==> config.mk <==
export PLATFORM = sky130hd
export DESIGN_NAME = sv_stream_feeder
export DESIGN_NICKNAME = d
export VERILOG_FILES = /design/src/rtl/svm_pkg.sv /design/src/rtl/sv_table_ram.sv /design/src/rtl/sv_stream_feeder.sv
export SDC_FILE = /design/constraint.sdc
export NUM_CORES = 2
export LEC_CHECK = 0
export CORE_MARGIN = 2
export CORE_UTILIZATION = 46
export CTS_CLUSTER_DIAMETER = 50
export DETAILED_ROUTE_END_ITERATION = 6
export PLACE_DENSITY = 0.57
export SLEW_MARGIN = 20
export SYNTH_ARGS = -nofsm -noshare
export SYNTH_HDL_FRONTEND = slang
export SYNTH_SLANG_ARGS = --single-unit
==> constraint.sdc <==
create_clock -name clk -period 5.4 [get_ports clk]
set_clock_uncertainty 0.1 [all_clocks]
set_input_delay 0.54 -clock clk [delete_from_list [all_inputs] [get_ports clk]]
set_output_delay 0.54 -clock clk [all_outputs]
set_load 0.005 [all_outputs]
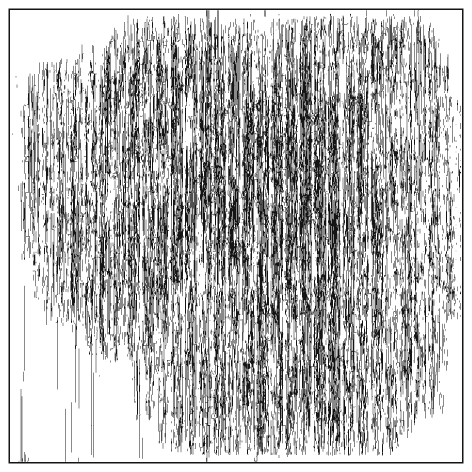
layer_met2.png
The wires run mostly vertical. The layer carries 118 mm of wire. 4,649 nets have wire on it.
GR Layer Usage met2: 0.426
Final Routed Wirelength: 273 mm
Via Count: 51,700

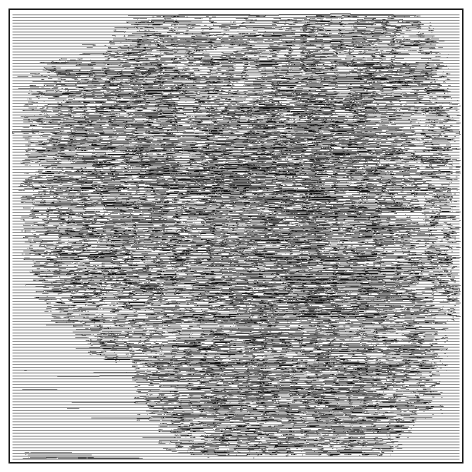
layer_met1.png
Supply wires on this layer in grey.
The layer carries 111 mm of wire. The longest straight run is 143 um. 5,460 nets have wire on it. The layer holds 41% of the routed length.
met1 Resource Use GR: 0.421

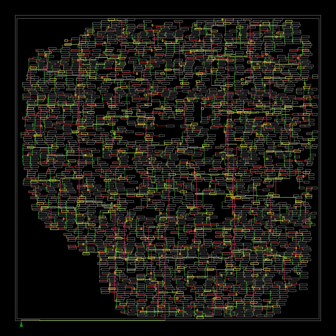
clocks.png
CTS Sinks: 2,105
flip-flops: 2,105
Late-Pin Clk Latency: 880 ps
clock buffer count in the final layout: 281
Power Clock: 0.0147 W

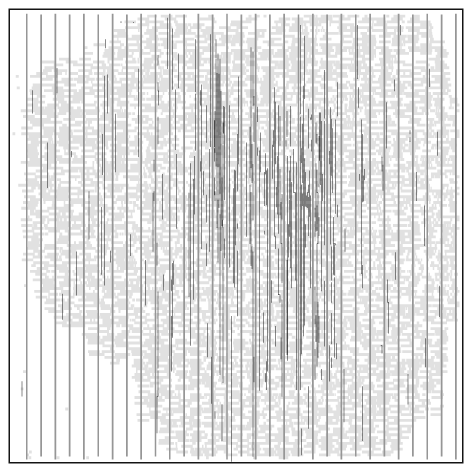
layer_met4.png
Supply wires on this layer in grey.
156 nets have wire on it. The layer holds 4.5% of the routed length.

==> qor.csv <==
stage;metric;value;unit
floorplanning;io-pin-count;84;
pwr;power_density;359;nW/um^2
logic_synthesis;area_leaders;edfxtp_1, mux2i_1, dfxtp_1;
finish;finalInstanceArea;96000;sq um
placed_design;dpl.hpwl;169;mm
clock_tree;cts-hold-fix-buffers;2;
worst_setup_path;cp.depth;15;
finish;regArea;62200;sq um
clock_tree;cts_max_level;4;
routing;dr.first_iter.drc_count;7998;
finish;drive_gt1_frac;0.175;
logic_synthesis;edf_count;2000;
worst_setup_path;cp_max_fo;35;
worst_setup_path;worstRegToRegCells;15;
final_timing;rsz0062_at_grt;false;
worst_setup_path;cp_num_buf_inv;4;
finish;syn2layout_area_growth;15.6;%
routing;via_per_inst;6.29;
pwr;finalPower;0.0345;W
logic_synthesis;yosysTopAreaCell;edfxtp_1;
final_timing;fmax;200;MHz
global_route;grt_max_degree;104;
worst_setup_path;path_cells;and2_1 -> ha_1 -> inv_1 -> ha_1 -> a21oi_2 -> mux2_2 -> buf_4 -> nand4_1 -> buf_12 -> a211oi_1 -> buf_4 -> nor2_1 -> a22oi_1 -> o21ai_0 -> a211o_1;
finish;largest_register_ffs;2000;
final_timing;final-setup-viol-count;0;
placed_design;placed_cells;7793;
logic_synthesis;avgSynthCellArea;15.6;sq um
worst_setup_path;cp_top_family;AND-OR/OR-AND gates;
floorplanning;die_h;429;um
clock_tree;clk_pin_slew;60;ps
logic_synthesis;syn_nets;5377;
global_route;grt_pass1_wl;381;mm
placed_design;io_buffers;83;
global_route;grt_pass1_vias;48400;
worst_setup_path;cp_slowest_cell;a22oi_1;
worst_setup_path;endpoint_kind;register;
global_route;grtUsageTotal;0.293;
flow_run;maxCapViolCount;0;
finish;logic_area;19400;sq um
worst_setup_path;path_class;reg2reg;
floorplanning;chip_area;184000;sq um
worst_setup_path;required;6060;ps
min_path;hp-class;in2reg;
final_timing;finalCritPeriodShare;0.927;
routing;ant_nets;0;
logic_synthesis;ys_warn_count;0;
routing;first_pass_iters;7;
final_timing;worst_slack;392;ps
worst_setup_path;cp-start-kind;register;
final_timing;slew_headroom;0.186;
run_status;outcome;complete, no violations;
pwr;leakage;30.5;nW
floorplanning;dieWidth;429;um
placed_design;placed_cell_area;89000;sq um
finish;nNetsFinal;5723;
global_route;overflow;0;
logic_synthesis;synth_flops;2105;
routing;drc;0;
placed_design;place.gp.congestion;0.965;
logic_synthesis;synth_top_area_share;0.724;
logic_synthesis;yosys_area;83000;sq um
final_timing;hold_slack;43.1;ps
final_timing;fin_crit;5010;ps
clock_tree;cts_buffers;219;
logic_synthesis;ys_seq_frac;0.749;
final_timing;slew_viol_final;0;
worst_setup_path;regToRegSetupSlack;390;ps
clock_tree;cts.path.max_buffers;3;
[metrics by stage]
stage                util  TNS, ps
CTS                 0.537        0
finish              0.537        0
global route        0.537        0
detailed placement  0.498     -127
floorplan               -        0
global placement    0.498     -482
[metal layers]
layer  wire (um)  share of wire  GRT usage  up-vias
met2      118000           0.43      0.426     3102
met4       12300          0.045      0.118       12
met5          80        0.00029          0        -
li1            -              -          -    21700
met3       31700           0.12     0.0741      533
met1      111000           0.41      0.421    26400
[where the power goes]
part / internal [W] / switching [W] / leakage [nW]
Combinational: 0.000477 / 0.00129 / 8.30
Clock: 0.00832 / 0.00639 / 3.40
Sequential: 0.0179 / 0.0000621 / 18.8
[cell usage in the layout, fill, tap and decap left out, drive strengths merged, types with 105 or more instances in the layout]
cell type / count
o22ai: 135
mux2: 112
dfxtp: 105
mux2i: 371
nor2: 359
nand2: 435
a21oi: 300
clkbuf: 281
o21ai: 176
edfxtp: 2000
buf: 408
[cells by family after synthesis]
kind of cell / after synthesis / synth area share
flip-flops: 2105 / 0.749
AND-OR/OR-AND: 1117 / 0.0885
buffers and inverters: 381 / 0.0213
multiplexers: 538 / 0.0750
adder cells (fa/ha/maj): 12 / 0.00181
AND/OR/NAND/NOR: 1148 / 0.0630
XOR/XNOR: 14 / 0.00148
[area by class of cell]
class	instances	share of cell area
Timing Repair Buffer	473	0.0447
Tap cell	2355	0.0307
Sequential cell	2105	0.648
Inverter	33	0.00132
Multi-Input combinational cell	2829	0.203
Clock inverter	130	0.0121
Clock buffer	281	0.0605
Antenna cell	8	0.000209
No activity file was given, so power comes from the tool's default toggle rates.
